File: src/rtl/multi_debounce_pkg.sv
// Shared definitions for the multi-channel debouncer.
//   rpt_state_e : per-channel auto-repeat state (idle, initial delay, repeating)
//   cnt_width() : bit width needed to hold counts up to a given maximum
package multi_debounce_pkg;

    typedef enum logic [1:0] {
        StIdle   = 2'd0,
        StDelay  = 2'd1,
        StRepeat = 2'd2
    } rpt_state_e;

    // Never returns less than 1, so degenerate maxima (0 or 1) still give a legal vector.
    function automatic int unsigned cnt_width(input int unsigned max_val);
        if (max_val < 2) begin
            return 1;
        end
        return $clog2(max_val + 1);
    endfunction

endpackage

File: src/rtl/db_channel.sv
// One debounce channel: 2-flop synchroniser, tick-based stability counter and auto-repeat FSM.
// Ports:
//   clk, rst_n  : system clock, synchronous active-low reset
//   i_tick      : shared sample tick, one clk wide
//   i_btn       : raw asynchronous button
//   i_rpt_en    : auto-repeat enable
//   o_level     : debounced level
//   o_rise      : one-clk pulse on debounced 0->1
//   o_fall      : one-clk pulse on debounced 1->0
//   o_press     : one-clk pulse on the press and on each auto-repeat
module db_channel
    import multi_debounce_pkg::*;
#(
    parameter int unsigned STABLE_CNT   = 4,
    parameter int unsigned REPEAT_DELAY = 50,
    parameter int unsigned REPEAT_RATE  = 10
) (
    input  logic clk,
    input  logic rst_n,
    input  logic i_tick,
    input  logic i_btn,
    input  logic i_rpt_en,
    output logic o_level,
    output logic o_rise,
    output logic o_fall,
    output logic o_press
);

    localparam int unsigned STAB_W = cnt_width(STABLE_CNT);
    localparam int unsigned RPT_MAX = (REPEAT_DELAY > REPEAT_RATE) ? REPEAT_DELAY : REPEAT_RATE;
    localparam int unsigned RPT_W  = cnt_width(RPT_MAX);

    localparam logic [STAB_W-1:0] STAB_LAST  = STAB_W'(STABLE_CNT - 1);
    localparam logic [RPT_W-1:0]  DELAY_LAST = RPT_W'(REPEAT_DELAY - 1);
    localparam logic [RPT_W-1:0]  RATE_LAST  = RPT_W'(REPEAT_RATE - 1);

    logic              r_sync1;
    logic              r_sync2;
    logic              r_level;
    logic              r_rise;
    logic              r_fall;
    logic              r_press;
    logic [STAB_W-1:0] r_stab;
    logic [RPT_W-1:0]  r_rpt_cnt;
    rpt_state_e        r_state;

    logic w_mismatch;
    logic w_flip;
    logic w_rise;
    logic w_fall;

    assign w_mismatch = r_sync2 ^ r_level;
    // Flip on the tick where the counter would reach STABLE_CNT.
    assign w_flip     = i_tick && w_mismatch && (r_stab == STAB_LAST);
    assign w_rise     = w_flip && !r_level;
    assign w_fall     = w_flip && r_level;

    // Synchroniser and stability counter; edge pulses register alongside the level update.
    always_ff @(posedge clk) begin
        if (!rst_n) begin
            r_sync1 <= 1'b0;
            r_sync2 <= 1'b0;
            r_level <= 1'b0;
            r_rise  <= 1'b0;
            r_fall  <= 1'b0;
            r_stab  <= '0;
        end else begin
            r_sync1 <= i_btn;
            r_sync2 <= r_sync1;
            r_rise  <= w_rise;
            r_fall  <= w_fall;
            if (i_tick) begin
                if (!w_mismatch) begin
                    r_stab <= '0;
                end else if (w_flip) begin
                    r_stab  <= '0;
                    r_level <= ~r_level;
                end else begin
                    r_stab <= r_stab + STAB_W'(1);
                end
            end
        end
    end

    // Auto-repeat FSM; press is registered so it lines up with rise_pulse.
    always_ff @(posedge clk) begin
        if (!rst_n) begin
            r_state   <= StIdle;
            r_rpt_cnt <= '0;
            r_press   <= 1'b0;
        end else begin
            r_press <= 1'b0;
            case (r_state)
                StIdle: begin
                    if (w_rise) begin
                        r_press   <= 1'b1;
                        r_rpt_cnt <= '0;
                        r_state   <= i_rpt_en ? StDelay : StIdle;
                    end
                end
                StDelay: begin
                    if (w_fall || !i_rpt_en) begin
                        r_state   <= StIdle;
                        r_rpt_cnt <= '0;
                    end else if (i_tick) begin
                        if (r_rpt_cnt == DELAY_LAST) begin
                            r_press   <= 1'b1;
                            r_rpt_cnt <= '0;
                            r_state   <= StRepeat;
                        end else begin
                            r_rpt_cnt <= r_rpt_cnt + RPT_W'(1);
                        end
                    end
                end
                StRepeat: begin
                    if (w_fall || !i_rpt_en) begin
                        r_state   <= StIdle;
                        r_rpt_cnt <= '0;
                    end else if (i_tick) begin
                        if (r_rpt_cnt == RATE_LAST) begin
                            r_press   <= 1'b1;
                            r_rpt_cnt <= '0;
                        end else begin
                            r_rpt_cnt <= r_rpt_cnt + RPT_W'(1);
                        end
                    end
                end
                default: begin
                    r_state   <= StIdle;
                    r_rpt_cnt <= '0;
                end
            endcase
        end
    end

    assign o_level = r_level;
    assign o_rise  = r_rise;
    assign o_fall  = r_fall;
    assign o_press = r_press;

endmodule

File: src/rtl/multi_debounce_pulse.sv
// Multi-channel button debouncer with edge pulses and per-channel auto-repeat.
// Ports:
//   clk, rst_n  : system clock, synchronous active-low reset
//   btn_in      : raw asynchronous buttons, one bit per channel
//   rpt_en      : per-channel auto-repeat enable
//   level       : debounced levels
//   rise_pulse  : one-clk pulse on each debounced 0->1
//   fall_pulse  : one-clk pulse on each debounced 1->0
//   press       : one-clk pulse on each press and each auto-repeat
module multi_debounce_pulse
    import multi_debounce_pkg::*;
#(
    parameter int unsigned N_CH         = 4,
    parameter int unsigned DIV          = 100000,
    parameter int unsigned STABLE_CNT   = 4,
    parameter int unsigned REPEAT_DELAY = 50,
    parameter int unsigned REPEAT_RATE  = 10
) (
    input  logic            clk,
    input  logic            rst_n,
    input  logic [N_CH-1:0] btn_in,
    input  logic [N_CH-1:0] rpt_en,
    output logic [N_CH-1:0] level,
    output logic [N_CH-1:0] rise_pulse,
    output logic [N_CH-1:0] fall_pulse,
    output logic [N_CH-1:0] press
);

    localparam int unsigned DIV_W = cnt_width(DIV);
    localparam logic [DIV_W-1:0] DIV_LAST = DIV_W'(DIV - 1);

    logic [DIV_W-1:0] r_div_cnt;
    logic             w_tick;

    // With DIV=1 the counter sits at 0 and the tick is permanently high.
    assign w_tick = (r_div_cnt == DIV_LAST);

    always_ff @(posedge clk) begin
        if (!rst_n) begin
            r_div_cnt <= '0;
        end else if (w_tick) begin
            r_div_cnt <= '0;
        end else begin
            r_div_cnt <= r_div_cnt + DIV_W'(1);
        end
    end

    for (genvar gi = 0; gi < N_CH; gi++) begin : g_ch
        db_channel #(
            .STABLE_CNT  (STABLE_CNT),
            .REPEAT_DELAY(REPEAT_DELAY),
            .REPEAT_RATE (REPEAT_RATE)
        ) u_ch (
            .clk     (clk),
            .rst_n   (rst_n),
            .i_tick  (w_tick),
            .i_btn   (btn_in[gi]),
            .i_rpt_en(rpt_en[gi]),
            .o_level (level[gi]),
            .o_rise  (rise_pulse[gi]),
            .o_fall  (fall_pulse[gi]),
            .o_press (press[gi])
        );
    end

endmodule

File: config.mk
export PLATFORM = sky130hd
export DESIGN_NAME = multi_debounce_pulse
export DESIGN_NICKNAME = d
export VERILOG_FILES = /design/src/rtl/multi_debounce_pkg.sv /design/src/rtl/db_channel.sv /design/src/rtl/multi_debounce_pulse.sv
export SDC_FILE = /design/constraint.sdc
export NUM_CORES = 1
export LEC_CHECK = 0
export CAP_MARGIN = 30
export CELL_PAD_IN_SITES_DETAIL_PLACEMENT = 1
export CELL_PAD_IN_SITES_GLOBAL_PLACEMENT = 1
export CORE_MARGIN = 2
export CORE_UTILIZATION = 40
export DETAILED_ROUTE_END_ITERATION = 8
export PLACE_DENSITY_LB_ADDON = 0.12
export REMOVE_ABC_BUFFERS = 1
export SLEW_MARGIN = 25
export SYNTH_ARGS = -nofsm -noshare
export SYNTH_HDL_FRONTEND = slang
export SYNTH_SLANG_ARGS = --single-unit
File: constraint.sdc
create_clock -name clk -period 5.9 [get_ports clk]
set_input_delay 1.18 -clock clk [delete_from_list [all_inputs] [get_ports clk]]
set_output_delay 1.18 -clock clk [all_outputs]
set_load 0.05 [all_outputs]
==> results.json <==
{
  "cp_top_family": "AND-OR/OR-AND gates",
  "drtIter0Drc": 146,
  "aoi_share": 0.163,
  "nets": 584,
  "grt_pass1_wl_um": 18100,
  "fin_skew_ns": 0.00485,
  "cp_num_buf_inv": 1,
  "r2r-end": "g_ch[3].u_ch.r_rpt_cnt[4]$_SDFFE_PN0P_",
  "xor_share": 0.0289,
  "grt_use_total": 0.177,
  "drive_gt1_frac": 0.0600,
  "power_w": 0.00121,
  "placed_cells": 674,
  "crit_chain": "clkdlybuf4s50_1 > o21ai_0 > a31oi_1 > o211ai_1 > a31oi_1 > nand2_1 > o32ai_1",
  "setup_viol": 0,
  "leakagePower_nw": 1.78,
  "tns_ns": 0,
  "max_slew_margin": 0.583,
  "io_buffers": 25,
  "fin_crit_ns": 2.89,
  "tool_warnings": 41,
  "final_core_util": 0.466,
  "grt_pass1_vias": 3880,
  "clk_pin_slew_worst_paths_ns": 0.06,
  "top_area_cell": "dfxtp_1",
  "crit_path_max_fanout": 5,
  "die_h_um": 111,
  "cts_hold_buf": 0,
  "dieArea_mm2": 0.0122,
  "synth.distinct_cells": 61,
  "crit_type": "in -> reg",
  "fmax_mhz": 346,
  "final_cells": 690,
  "overflow": 0,
  "cts_tree": "built",
  "routedWlPerCell_um": 15.5,
  "diodes": 0,
  "yosysWarnings": 0,
  "synthMuxAreaShare": 0.00881,
  "period_used_share": 0.490,
  "place.gp.congestion": 0.828,
  "simple_gate_share": 0.284,
  "fp_util": 0.414,
  "finalHoldViolations": 0,
  "cts_resized": 0,
  "cp.required_ns": 6.15,
  "layout.cells.most_common": "dfxtp_1",
  "rows": 38,
  "cpMaxStageDelayCell": "clkdlybuf4s50_1",
  "irDropWorstVdd_mv": 0.133,
  "flop_cell": "dfxtp_1",
  "cts_buffer_depth": 2,
  "crit_cells": 7,
  "antenna_found_initial": 0,
  "r2r_slack_ns": 3.14,
  "syn_to_final_growth_pct": 12.5,
  "drc": 0,
  "slew_viol_final": 0,
  "max_stage_delay_ns": 0.54,
  "r2r-start": "r_div_cnt[0]$_SDFF_PP0_",
  "adder_share": 0.0798,
  "top_cells_by_area": "dfxtp_1 (37%), ha_1 (8.0%), a21oi_1 (4.5%)",
  "ant_nets": 0,
  "synth-seq-cells": 85,
  "hold_path.startpoint": "g_ch[3].u_ch.r_sync1$_SDFF_PN0_",
  "dr.pass1.iters": 4,
  "synth_area_mm2": 0.00455,
  "synth.top_cell.area_share": 0.374,
  "min-delay-path-class": "reg -> reg",
  "arrival_ns": 3.14,
  "die_w_um": 111,
  "syn_avg_cell_area_um2": 8.42,
  "dr_total_vias": 3830,
  "startpoint_type": "primary input",
  "ys_seq_frac": 0.374,
  "ios": 26,
  "rsz0062_at_grt": "false",
  "hold-path-cell-count": 1,
  "cts_setup_buffers": 0,
  "clock-sinks": 85,
  "end_kind": "flip-flop",
  "synth_chip_area_mm2": 0.00455,
  "ys_cells": 540,
  "vias_per_cell": 5.55,
  "layout_top_cells": "dfxtp_1 (85), nand2_1 (46), nor2_1 (43)",
  "endpoint": "g_ch[0].u_ch.r_rpt_cnt[4]$_SDFFE_PN0P_",
  "outcome": "finished, final reports clean",
  "core_area_mm2": 0.0110,
  "drv_cap": 0,
  "dpl.hpwl_um": 7740,
  "worstRegToRegCells": 7,
  "cts-root-buf": "clkbuf_16",
  "synth-edff-count": 0,
  "htreeDepth": 3,
  "crit_start": "rpt_en[0]",
  "whs_endpoint": "g_ch[3].u_ch.r_sync2$_SDFF_PN0_",
  "grt_start_max_net_pins": 43,
  "cpMostUsedCell": "a31oi_1",
  "pwr_density_cell_mw_per_mm2": 237,
  "finalWirelength_um": 10700,
  "worstMarginPinSlew_ns": 0.625,
  "syn_inst": 540,
  "top_logic_kind": "simple AND/OR/NAND/NOR gates",
  "async_flop_share": 0
}
==> where the power goes <==
group | switching [W] | total, W | internal (W)
Combinational | 0.0000189 | 0.0000297 | 0.0000108
Clock | 0.000233 | 0.000603 | 0.000370
Sequential | 0.00000328 | 0.000581 | 0.000578
==> metal layers <==
metal	up-vias	wire, um	global-route usage
met5	-	0	0
met3	12	162	0.0274
li1	1918	-	-
met4	0	160	0.0708
met1	1872	5130	0.222
met2	28	5230	0.304
==> sequential cells by signal, summed over array words and instances (netlist names) <==
register and flops:
r_div_cnt 17, g_ch.u_ch.r_state 8, g_ch.u_ch.o_rise 4, g_ch.u_ch.r_stab 12
g_ch.u_ch.o_press 4, g_ch.u_ch.o_fall 4, g_ch.u_ch.r_sync2 4, g_ch.u_ch.r_sync1 4
g_ch.u_ch.r_rpt_cnt 24, g_ch.u_ch.o_level 4
==> stage by stage <==
stage                     cell area [um^2]  setup slack, ns  hold slack (ns)
after floorplan                       4360             3.48            0.407
after global placement                4800             2.80            0.415
after detailed placement              4800             2.65            0.424
after CTS                             5110             3.03            0.436
after global routing                  5110             2.84            0.456
final                                 5110             3.01            0.437
==> layout make-up <==
type                       instances  area [um^2]
clock buffer                      10          229
clock inverter                     6         87.6
fill                            1305         5870
inverter                          23         86.3
multi-input combinational        398         2570
sequential                        85         1700
tap                              140          175
timing repair buffer              28          268
==> worst register-to-register path: cells and delay by family, from the launching register on <==
kind            cells  cell delay [ns]
compound gates      2             0.40
fa+ha+maj           1             0.24
flops               1             0.37
simple gates        4             1.68
==> cells in the mapped netlist, types with 12 or more instances <==
master     n
nand2_1   46
dfxtp_1   85
inv_1     23
o21ai_0   24
clkbuf_1  14
a21oi_1   41
ha_1      29
nor2_1    43
nand3_1   32
buf_4     16
xor2_1    12
nand2b_1  17
### Clock nets

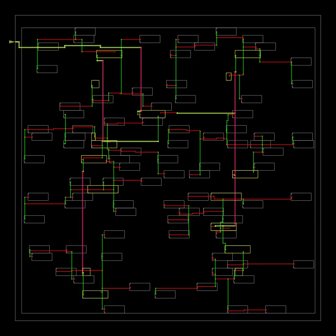
Worst-Skew Late Latency: 0.34 ns
Num CTS Buffers: 9

### Placement density heat map

Scale: 3 px per um. 11 x 11 tiles, from white (low) to dark blue (high), 0 to 100% covered.
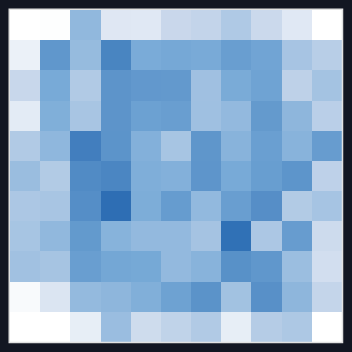
mean over tiles	40%
fullest tile	75%
nearly empty tiles	5.0%

Power and IR drop assume default switching activity.
